[src/rtl/axi2mem_pkg.sv]
// Shared definitions for the axi2mem command generators: burst encodings,
// FSM state type and beat-size helpers for the 32-bit data bus.
package axi2mem_pkg;

    localparam int unsigned AXI_LEN_WIDTH   = 8;
    localparam int unsigned AXI_SIZE_WIDTH  = 3;
    localparam int unsigned AXI_BURST_WIDTH = 2;
    localparam int unsigned AXI_SIZE_MAX    = 2;

    localparam logic [AXI_BURST_WIDTH-1:0] BURST_FIXED = 2'b00;
    localparam logic [AXI_BURST_WIDTH-1:0] BURST_INCR  = 2'b01;
    localparam logic [AXI_BURST_WIDTH-1:0] BURST_WRAP  = 2'b10;

    typedef enum logic {
        IDLE  = 1'b0,
        BURST = 1'b1
    } wr_state_e;

    // Beats wider than the data bus are narrowed to the bus width.
    function automatic logic [AXI_SIZE_WIDTH-1:0] clamp_size(input logic [AXI_SIZE_WIDTH-1:0] size);
        return (size > AXI_SIZE_WIDTH'(AXI_SIZE_MAX)) ? AXI_SIZE_WIDTH'(AXI_SIZE_MAX) : size;
    endfunction

    // Only 2, 4, 8 or 16 beat bursts may wrap.
    function automatic logic wrap_len_ok(input logic [AXI_LEN_WIDTH-1:0] len);
        return (len == AXI_LEN_WIDTH'(1)) || (len == AXI_LEN_WIDTH'(3)) ||
               (len == AXI_LEN_WIDTH'(7)) || (len == AXI_LEN_WIDTH'(15));
    endfunction

endpackage

[src/rtl/axi2mem_wr_cmd_gen_if.sv]
// AW channel plus per-beat command handshake of the write command generator.
interface axi2mem_wr_cmd_gen_if #(
    parameter int unsigned AXI_ID_WIDTH   = 6,
    parameter int unsigned AXI_ADDR_WIDTH = 32
) ();
    import axi2mem_pkg::*;

    logic [AXI_ID_WIDTH-1:0]    aw_id_i;
    logic [AXI_ADDR_WIDTH-1:0]  aw_addr_i;
    logic [AXI_LEN_WIDTH-1:0]   aw_len_i;
    logic [AXI_SIZE_WIDTH-1:0]  aw_size_i;
    logic [AXI_BURST_WIDTH-1:0] aw_burst_i;
    logic                       aw_valid_i;
    logic                       aw_ready_o;

    logic [AXI_ID_WIDTH-1:0]    trans_id_o;
    logic [AXI_ADDR_WIDTH-1:0]  trans_add_o;
    logic                       trans_last_o;
    logic                       trans_req_o;
    logic                       trans_gnt_i;
    logic                       busy_o;

    // Command generator side.
    modport slave (
        input  aw_id_i, aw_addr_i, aw_len_i, aw_size_i, aw_burst_i, aw_valid_i,
        output aw_ready_o,
        output trans_id_o, trans_add_o, trans_last_o, trans_req_o,
        input  trans_gnt_i,
        output busy_o
    );

    // AXI master / TCDM consumer side.
    modport master (
        output aw_id_i, aw_addr_i, aw_len_i, aw_size_i, aw_burst_i, aw_valid_i,
        input  aw_ready_o,
        input  trans_id_o, trans_add_o, trans_last_o, trans_req_o,
        output trans_gnt_i,
        input  busy_o
    );

endinterface

[src/rtl/axi2mem_burst_addr.sv]
// Combinational next-beat address for FIXED, INCR and WRAP bursts.
// Shared between the read and write command generators.
module axi2mem_burst_addr
    import axi2mem_pkg::*;
#(
    parameter int unsigned ADDR_WIDTH = 32
) (
    input  logic [ADDR_WIDTH-1:0]      addr_i,
    input  logic [AXI_LEN_WIDTH-1:0]   len_i,
    input  logic [AXI_SIZE_WIDTH-1:0]  size_i,
    input  logic [AXI_BURST_WIDTH-1:0] burst_i,
    output logic [ADDR_WIDTH-1:0]      next_addr_c
);

    logic [AXI_SIZE_WIDTH-1:0] size_cl;
    logic [ADDR_WIDTH-1:0]     step;
    logic [ADDR_WIDTH-1:0]     wrap_mask;
    logic [ADDR_WIDTH-1:0]     incr_addr;
    logic [ADDR_WIDTH-1:0]     wrap_addr;

    // Aligned increment, wrap within the burst window, or hold for FIXED.
    always_comb begin
        size_cl     = clamp_size(size_i);
        step        = ADDR_WIDTH'(1) << size_cl;
        incr_addr   = (addr_i & ~(step - ADDR_WIDTH'(1))) + step;
        wrap_mask   = ((ADDR_WIDTH'(len_i) + ADDR_WIDTH'(1)) << size_cl) - ADDR_WIDTH'(1);
        wrap_addr   = (addr_i & ~wrap_mask) | ((addr_i + step) & wrap_mask);
        next_addr_c = incr_addr;
        case (burst_i)
            BURST_FIXED: next_addr_c = addr_i;
            BURST_WRAP:  next_addr_c = wrap_len_ok(len_i) ? wrap_addr : incr_addr;
            default:     next_addr_c = incr_addr;
        endcase
    end

endmodule

[src/rtl/axi2mem_wr_cmd_gen.sv]
// AXI write-address burst expander: takes one AW transaction at a time and
// issues one registered command (id, byte address, last) per beat on req/gnt.
module axi2mem_wr_cmd_gen
    import axi2mem_pkg::*;
#(
    parameter int unsigned AXI_ID_WIDTH   = 6,
    parameter int unsigned AXI_ADDR_WIDTH = 32
) (
    input  logic                clk_i,
    input  logic                rst_i,
    axi2mem_wr_cmd_gen_if.slave bus
);

    wr_state_e                  state_q, state_d;
    logic [AXI_ID_WIDTH-1:0]    id_q, id_d;
    logic [AXI_ADDR_WIDTH-1:0]  add_q, add_d;
    logic [AXI_LEN_WIDTH-1:0]   len_q, len_d;
    logic [AXI_LEN_WIDTH-1:0]   cnt_q, cnt_d;
    logic [AXI_SIZE_WIDTH-1:0]  size_q, size_d;
    logic [AXI_BURST_WIDTH-1:0] burst_q, burst_d;
    logic                       req_q, req_d;
    logic                       last_q, last_d;
    logic                       aw_ready_q, aw_ready_d;
    logic                       busy_q, busy_d;
    logic [AXI_ADDR_WIDTH-1:0]  next_add;

    // Address of the beat following the one currently presented.
    axi2mem_burst_addr #(
        .ADDR_WIDTH (AXI_ADDR_WIDTH)
    ) u_burst_addr (
        .addr_i      (add_q),
        .len_i       (len_q),
        .size_i      (size_q),
        .burst_i     (burst_q),
        .next_addr_c (next_add)
    );

    // Next state: accept AW in IDLE, step one beat per grant in BURST.
    always_comb begin
        state_d = state_q;
        id_d    = id_q;
        add_d   = add_q;
        len_d   = len_q;
        cnt_d   = cnt_q;
        size_d  = size_q;
        burst_d = burst_q;
        last_d  = last_q;
        case (state_q)
            IDLE: begin
                // aw_ready_q is low for the first cycle out of reset.
                if (bus.aw_valid_i && aw_ready_q) begin
                    state_d = BURST;
                    id_d    = bus.aw_id_i;
                    add_d   = bus.aw_addr_i;
                    len_d   = bus.aw_len_i;
                    cnt_d   = bus.aw_len_i;
                    size_d  = clamp_size(bus.aw_size_i);
                    burst_d = bus.aw_burst_i;
                    last_d  = (bus.aw_len_i == '0);
                end
            end
            BURST: begin
                if (bus.trans_gnt_i) begin
                    if (last_q) begin
                        state_d = IDLE;
                        last_d  = 1'b0;
                    end else begin
                        add_d  = next_add;
                        cnt_d  = cnt_q - AXI_LEN_WIDTH'(1);
                        last_d = (cnt_q == AXI_LEN_WIDTH'(1));
                    end
                end
            end
            default: state_d = IDLE;
        endcase
        req_d      = (state_d == BURST);
        busy_d     = (state_d == BURST);
        aw_ready_d = (state_d == IDLE);
    end

    // State and output registers; reset drops the burst immediately.
    always_ff @(posedge clk_i or posedge rst_i) begin
        if (rst_i) begin
            state_q    <= IDLE;
            id_q       <= '0;
            add_q      <= '0;
            len_q      <= '0;
            cnt_q      <= '0;
            size_q     <= '0;
            burst_q    <= '0;
            req_q      <= 1'b0;
            last_q     <= 1'b0;
            aw_ready_q <= 1'b0;
            busy_q     <= 1'b0;
        end else begin
            state_q    <= state_d;
            id_q       <= id_d;
            add_q      <= add_d;
            len_q      <= len_d;
            cnt_q      <= cnt_d;
            size_q     <= size_d;
            burst_q    <= burst_d;
            req_q      <= req_d;
            last_q     <= last_d;
            aw_ready_q <= aw_ready_d;
            busy_q     <= busy_d;
        end
    end

    assign bus.aw_ready_o   = aw_ready_q;
    assign bus.trans_id_o   = id_q;
    assign bus.trans_add_o  = add_q;
    assign bus.trans_last_o = last_q;
    assign bus.trans_req_o  = req_q;
    assign bus.busy_o       = busy_q;

endmodule

[src/flat_wrapper.sv]
// flat-port wrapper written by rule: the top's interface ports become plain ports
module axi2mem_wr_cmd_gen_flat import axi2mem_pkg::*;
#(
    parameter int unsigned AXI_ID_WIDTH   = 6,
    parameter int unsigned AXI_ADDR_WIDTH = 32
)
  (clk_i, rst_i, bus_aw_id_i, bus_aw_addr_i, bus_aw_len_i, bus_aw_size_i, bus_aw_burst_i, bus_aw_valid_i, bus_aw_ready_o, bus_trans_id_o, bus_trans_add_o, bus_trans_last_o, bus_trans_req_o, bus_trans_gnt_i, bus_busy_o);
  axi2mem_wr_cmd_gen_if #(.AXI_ID_WIDTH(AXI_ID_WIDTH), .AXI_ADDR_WIDTH(AXI_ADDR_WIDTH)) bus_i ();
  input  logic clk_i;
  input  logic rst_i;
  input wire logic [$bits(bus_i.aw_id_i)-1:0] bus_aw_id_i;
  input wire logic [$bits(bus_i.aw_addr_i)-1:0] bus_aw_addr_i;
  input wire logic [$bits(bus_i.aw_len_i)-1:0] bus_aw_len_i;
  input wire logic [$bits(bus_i.aw_size_i)-1:0] bus_aw_size_i;
  input wire logic [$bits(bus_i.aw_burst_i)-1:0] bus_aw_burst_i;
  input wire logic [$bits(bus_i.aw_valid_i)-1:0] bus_aw_valid_i;
  output wire logic [$bits(bus_i.aw_ready_o)-1:0] bus_aw_ready_o;
  output wire logic [$bits(bus_i.trans_id_o)-1:0] bus_trans_id_o;
  output wire logic [$bits(bus_i.trans_add_o)-1:0] bus_trans_add_o;
  output wire logic [$bits(bus_i.trans_last_o)-1:0] bus_trans_last_o;
  output wire logic [$bits(bus_i.trans_req_o)-1:0] bus_trans_req_o;
  input wire logic [$bits(bus_i.trans_gnt_i)-1:0] bus_trans_gnt_i;
  output wire logic [$bits(bus_i.busy_o)-1:0] bus_busy_o;
  assign bus_i.aw_id_i = bus_aw_id_i;
  assign bus_i.aw_addr_i = bus_aw_addr_i;
  assign bus_i.aw_len_i = bus_aw_len_i;
  assign bus_i.aw_size_i = bus_aw_size_i;
  assign bus_i.aw_burst_i = bus_aw_burst_i;
  assign bus_i.aw_valid_i = bus_aw_valid_i;
  assign bus_aw_ready_o = bus_i.aw_ready_o;
  assign bus_trans_id_o = bus_i.trans_id_o;
  assign bus_trans_add_o = bus_i.trans_add_o;
  assign bus_trans_last_o = bus_i.trans_last_o;
  assign bus_trans_req_o = bus_i.trans_req_o;
  assign bus_i.trans_gnt_i = bus_trans_gnt_i;
  assign bus_busy_o = bus_i.busy_o;
  axi2mem_wr_cmd_gen #(.AXI_ID_WIDTH(AXI_ID_WIDTH), .AXI_ADDR_WIDTH(AXI_ADDR_WIDTH)) u_core (.clk_i(clk_i), .rst_i(rst_i), .bus(bus_i));
endmodule
[config.mk]
export PLATFORM = sky130hd
export DESIGN_NAME = axi2mem_wr_cmd_gen_flat
export DESIGN_NICKNAME = d
export VERILOG_FILES = /design/src/rtl/axi2mem_pkg.sv /design/src/rtl/axi2mem_wr_cmd_gen_if.sv /design/src/rtl/axi2mem_burst_addr.sv /design/src/rtl/axi2mem_wr_cmd_gen.sv /design/src/flat_wrapper.sv
export SDC_FILE = /design/constraint.sdc
export NUM_CORES = 1
export LEC_CHECK = 0
export ABC_AREA = 1
export CORE_AREA = 3 3 160 162
export DETAILED_ROUTE_END_ITERATION = 10
export DIE_AREA = 0 0 163 165
export SLEW_MARGIN = 40
export SYNTH_ARGS = -nofsm -noshare
export SYNTH_HDL_FRONTEND = slang
export SYNTH_SLANG_ARGS = --single-unit
[constraint.sdc]
create_clock -name clk_i -period 3.9 [get_ports clk_i]
set_input_delay 0.78 -clock clk_i [delete_from_list [all_inputs] [get_ports clk_i]]
set_output_delay 0.78 -clock clk_i [all_outputs]
set_load 0.01 [all_outputs]
==> results.txt, run 1 <==
impl run done, here's what came out: fmax=0.290 GHz, TritonCTS Buffers=9, DR vias=approximately 6600, clock-pin slew on the worst setup and hold paths=0.07 ns, DIE AREA=26900 um^2, GRT Overall Usage=0.161, count of tool warnings=29, status=completed, max cap viols=0, Critical Path Source=u_core.size_q[2]$_DFFE_PP0P_, CP required=between 4 and 5 ns, average wire per standard cell=around 16 um, Leak=between 3 and 4 nW, grt total ovfl=0, clk sinks=around 62, Worst-Margin Slew=between 0.7 and 0.8 ns, Flop pwr share=0.248, relative slew slack=0.506, ANT cells=0, Initial Util=0.250, most frequent CP cell=nand2_1, Max stage delay on crit path=approximately 0.41 ns, Area leader share=0.256, Setup Buffers After CTS=0, layout cell share with drive strength beyond 1=0.0804, yosys cell count=slightly below 1000, Routed Antenna Nets=0, Clock H-tree levels=3, WHS Endpoint=u_core.bus.trans_id_o[1]$_DFFE_PP0P_, Crit Reg-Reg Startpoint=u_core.size_q[2]$_DFFE_PP0P_, clock tree buffer depth=2, worst reg-to-reg path cell count=18, CP endpoint kind=flip-flop, Setup CP Type=reg -> reg, Final Net Count=~1100, P_sw=3.13 mW
## run 1: per-stage QoR
stage               setup WS [ns]  hold WS, ns  instance area (um^2)
finish                      0.450        0.474                  7640
global route                0.162        0.510                  7640
CTS                         0.436        0.482                  7640
detailed placement          0.475        0.462                  7350
global placement            0.527        0.456                  7350
floorplan                    1.10        0.485                  6080
## run 1: worst min-delay path, cell delays in order, from the launching register on
cell,delay (ns)
dfrtp_1,0.35
nand2_1,0.05
nand2_1,0.04
## run 1: cell type report
cell class	instances	area, um^2	area share
Inverter	119	452	0.0591
Tap cell	324	405	0.0531
Multi-Input combinational cell	767	3920	0.513
Sequential cell	62	1550	0.203
Timing Repair Buffer	105	1030	0.135
Clock inverter	7	61.3	0.00803
Clock buffer	9	225	0.0295
## run 1: cell families (layout without fill, tap and decap cells)
| kind of cell | after synthesis | in the layout | synth area share |
|---|---|---|---|
| AND/OR/NAND/NOR | 567 | 567 | 0.420 |
| buffers and inverters | 148 | 240 | 0.101 |
| AND-OR/OR-AND | 145 | 145 | 0.139 |
| flip-flops | 62 | 62 | 0.256 |
| XOR/XNOR | 28 | 28 | 0.0417 |
| adder cells (fa/ha/maj) | 18 | 18 | 0.0384 |
| other | 2 | 8 | 0.00124 |
| multiplexers | 1 | 1 | 0.00186 |
## run 1: routing by layer
layer  global-route usage  part of all wire
met1                0.221              0.47
met3               0.0329             0.064
met4               0.0377             0.012
met5                    0                 0
met2                0.261              0.45
## run 1: power by group through the flow
stage	logic (mW)	clock network (mW)	registers, mW
after global placement	3.55	0	1.46
after CTS	3.60	0.835	1.46
after floorplan	2.51	0	1.34
after detailed placement	3.58	0	1.47
final	3.61	0.814	1.46
after global routing	4.04	0.854	1.52
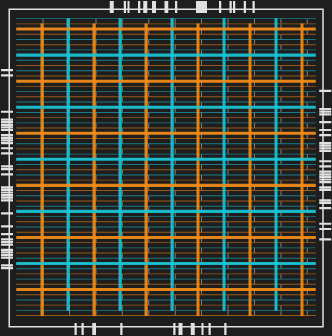
Fig. 1. PDN straps and rails (run 1).
Pins as bars on the die edge. Tap cells in gray.
- orange: VSS
- cyan: VDD
- met1 rails: 58
- tap cells: 324
- met5 straps: 11
- signal pins: 97
peak supply drop: 0.361 mV
height of the die: 165 um
core area: 24200 um^2
chip width: 163 um

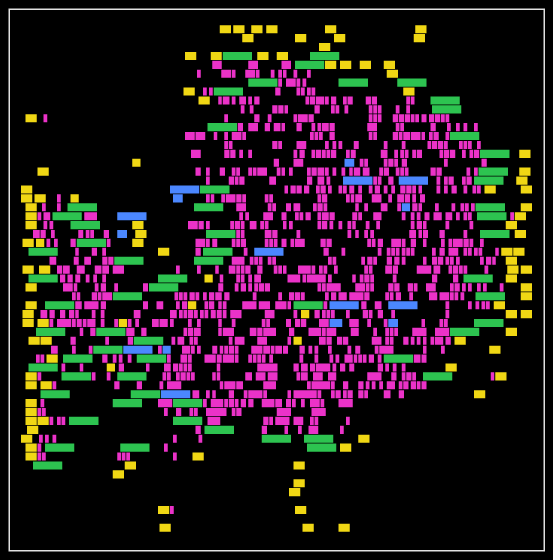
Fig. 2. Cell classes on the final placement (run 1).
- green: registers (cells 62)
- blue: clock drivers and dummy loads (cells 16)
- yellow: remaining buffers and delay cells (cells 105)
- magenta: remaining logic cells (cells 886)
fin util: 0.315
post-route cell area: 7640 um^2
flop share of the area: 0.203
row cnt: 57

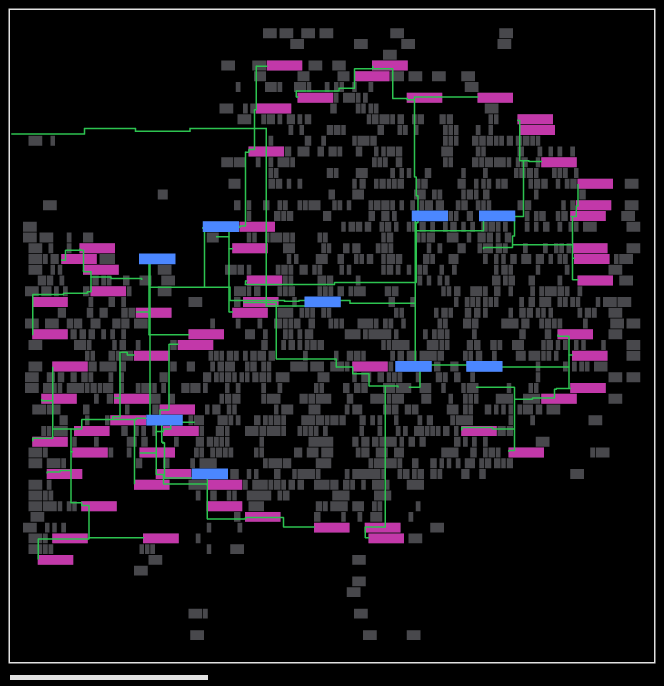
Fig. 3. Clock wires, drivers and flops (run 1).
Bar = 50 um.
- green: clock wires (length 1290 um)
- blue: clock-net drivers (count 9)
- magenta: flip-flops (count 62)
- routed clock nets: 10
- flops lie: widely spread
Clock Latency Late Sink: 0.35 ns
Worst Skew: 0.0138 ns
power of the clock network: 814 uW
Clk pwr share: 0.138

==> run 2: changes to the inputs <==
--- a/config.mk
+++ b/config.mk
@@ -6,6 +6,7 @@
 export NUM_CORES = 1
 export LEC_CHECK = 0
 export ABC_AREA = 1
+export ABC_CLOCK_PERIOD_IN_PS = 3900
 export CORE_AREA = 3 3 160 162
 export DETAILED_ROUTE_END_ITERATION = 10
 export DIE_AREA = 0 0 163 165
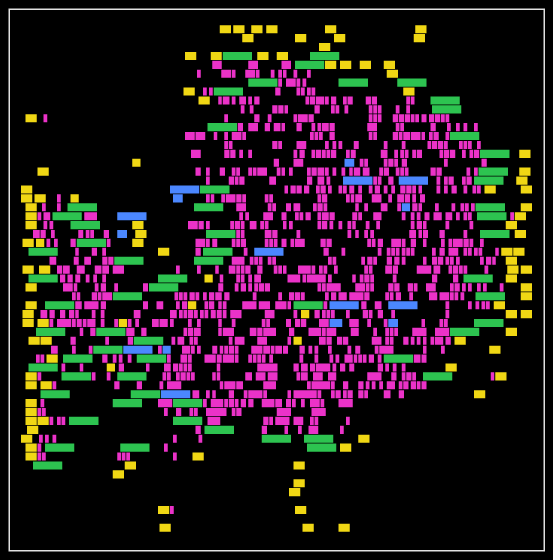
Fig. 4. Cell classes on the final placement (run 2).
- magenta: remaining logic cells (cells 886)
- blue: clock drivers and dummy loads (cells 16)
- green: registers (cells 62)
- yellow: remaining buffers and delay cells (cells 105)

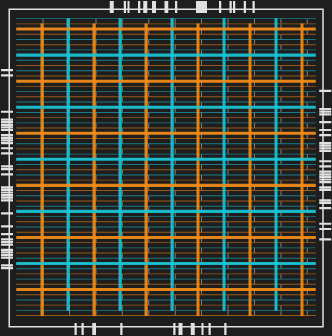
Fig. 5. PDN straps and rails (run 2).
Pins as bars on the die edge. Tap cells in gray.
- orange: VSS
- cyan: VDD
- rows: 57
- tap cells: 324
- met1 rails: 58

==> run 2 against run 1 <==
Synthesized cell count did not move. Clock power barely moved. Hold slack did not move. Power did not move. Combinational power barely moved. Sequential share of layout area did not move. Sequential power barely moved. Final area did not move. First-iteration DRC count did not move. Worst setup slack did not move. Final cell count did not move. Routed wire length did not move. Largest cell class unchanged.
==> results.txt, run 2 <==
impl run done, here's what came out: status=completed, setup slack after layout=0.450 ns, core area=24200 um^2, Clock H-tree levels=3, Max stage delay on crit path=about 0.4 ns, RSZ-0062 raised after global routing=false, TritonCTS Buffers=9, Setup Buffers After CTS=0, Worst-Margin Slew=around 0.74 ns, peak supply drop=0.361 mV, DP Worst Slack=about 0.47 ns, fmax=about 0.29 GHz, DR vias=~6600, ANT cells=0, synthesized cell area=slightly above 6000 um^2, Setup TNS Final=0 ns, max cap viols=0, Crit Reg-Reg Startpoint=u_core.size_q[2]$_DFFE_PP0P_, Avg Synthesized Cell Area=roughly 6.2 um^2, Initial Util=0.250, top_reg_cell synth=dfrtp_1, row cnt=approximately 57, clock-pin slew on the worst setup and hold paths=roughly 0.070 ns, CP endpoint kind=flip-flop, placed inst area=between 7000 and 8000 um^2, DIE AREA=approximately 27000 um^2, Setup CP Type=reg -> reg, yosys cell count=971, num ports=about 97, most frequent CP cell=nand2_1, chip width=~160 um, clock tree buffer depth=2, count of tool warnings=29, Worst Skew=approximately 0.014 ns, count leader, synth=nand2_1, relative slew slack=0.506, height of the die=between 150 and 200 um, GRT Overall Usage=0.161, Clock Latency Late Sink=between 0.3 and 0.4 ns, average wire per standard cell=about 16 um, grt total ovfl=0, Leak=3.51 nW, final std cells w/o fill=1393, hold slack final=roughly 0.47 ns, Routed Antenna Nets=0, Final Net Count=1137, post-route cell area=roughly 7600 um^2, Area leader share=0.256, fin util=0.315, WHS Endpoint=u_core.bus.trans_id_o[1]$_DFFE_PP0P_, clk sinks=just over 60
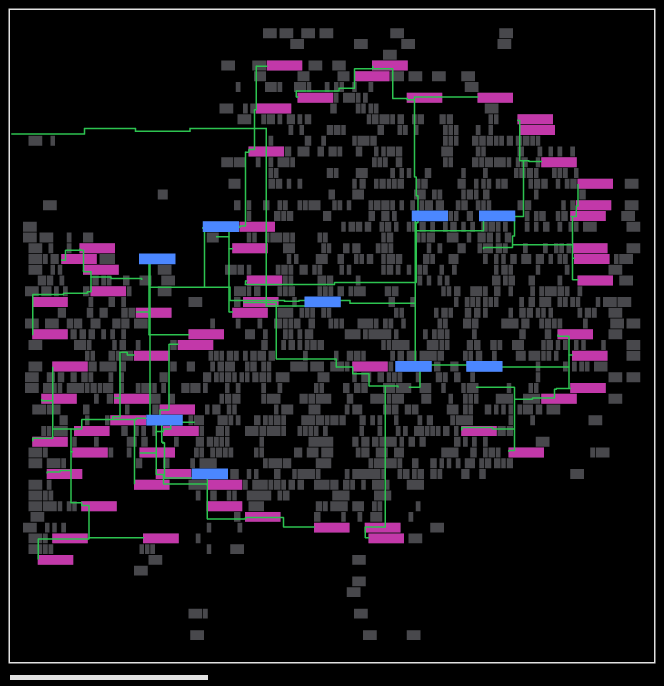
Fig. 6. Clock wires, drivers and flops (run 2).
Bar = 50 um.
- blue: clock-net drivers (count 9)
- magenta: flip-flops (count 62)
- green: clock wires (length 1290 um)
- routed clock nets: 10
- flops lie: widely spread

## run 2: cell counts in the layout (fill, tap and decap cells not counted)
Identical to the previous run, type by type.
## run 2: cell families (layout without fill, tap and decap cells)
group           after synthesis  in the layout  synth area share
flops                        62             62             0.256
mux                           1              1           0.00186
fa+ha+maj                    18             18            0.0384
compound gates              145            145             0.139
xor+xnor                     28             28            0.0417
other cells                   2              8           0.00124
buf+inv                     148            240             0.101
simple gates                567            567             0.420
## run 2: worst max path at each step
stage / from / end / slack, ns / cells past startpoint
after detailed placement: u_core.size_q[2]$_DFFE_PP0P_ / flip-flop / 0.47 / 18
final: u_core.size_q[2]$_DFFE_PP0P_ / flip-flop / 0.45 / 18
after global placement: u_core.size_q[2]$_DFFE_PP0P_ / flip-flop / 0.53 / 18
after floorplan: u_core.size_q[2]$_DFFE_PP0P_ / flip-flop / 1.10 / 19
after CTS: u_core.size_q[2]$_DFFE_PP0P_ / flip-flop / 0.44 / 18
after global routing: u_core.size_q[2]$_DFFE_PP0P_ / flip-flop / 0.16 / 18
## run 2: cell type report
cell class	count	area (um^2)	share of cell area
Clock buffer	9	225	0.0295
Clock inverter	7	61.3	0.00803
Inverter	119	452	0.0591
Multi-Input combinational cell	767	3920	0.513
Sequential cell	62	1550	0.203
Tap cell	324	405	0.0531
Timing Repair Buffer	105	1030	0.135
## run 2: metal layers
metal  GRT usage  share of wire
met1       0.221           0.47
met2       0.261           0.45
met3      0.0329          0.064
met4      0.0377          0.012
met5           0              0
## run 2: power breakdown
| part | switching (mW) | leakage, nW | total, mW | internal [mW] |
|---|---|---|---|---|
| Combinational | 2.25 | 2.63 | 3.61 | 1.36 |
| Sequential | 0.511 | 0.744 | 1.46 | 0.950 |
| Clock | 0.371 | 0.135 | 0.814 | 0.443 |
No activity file was given, so power comes from the tool's default toggle rates.
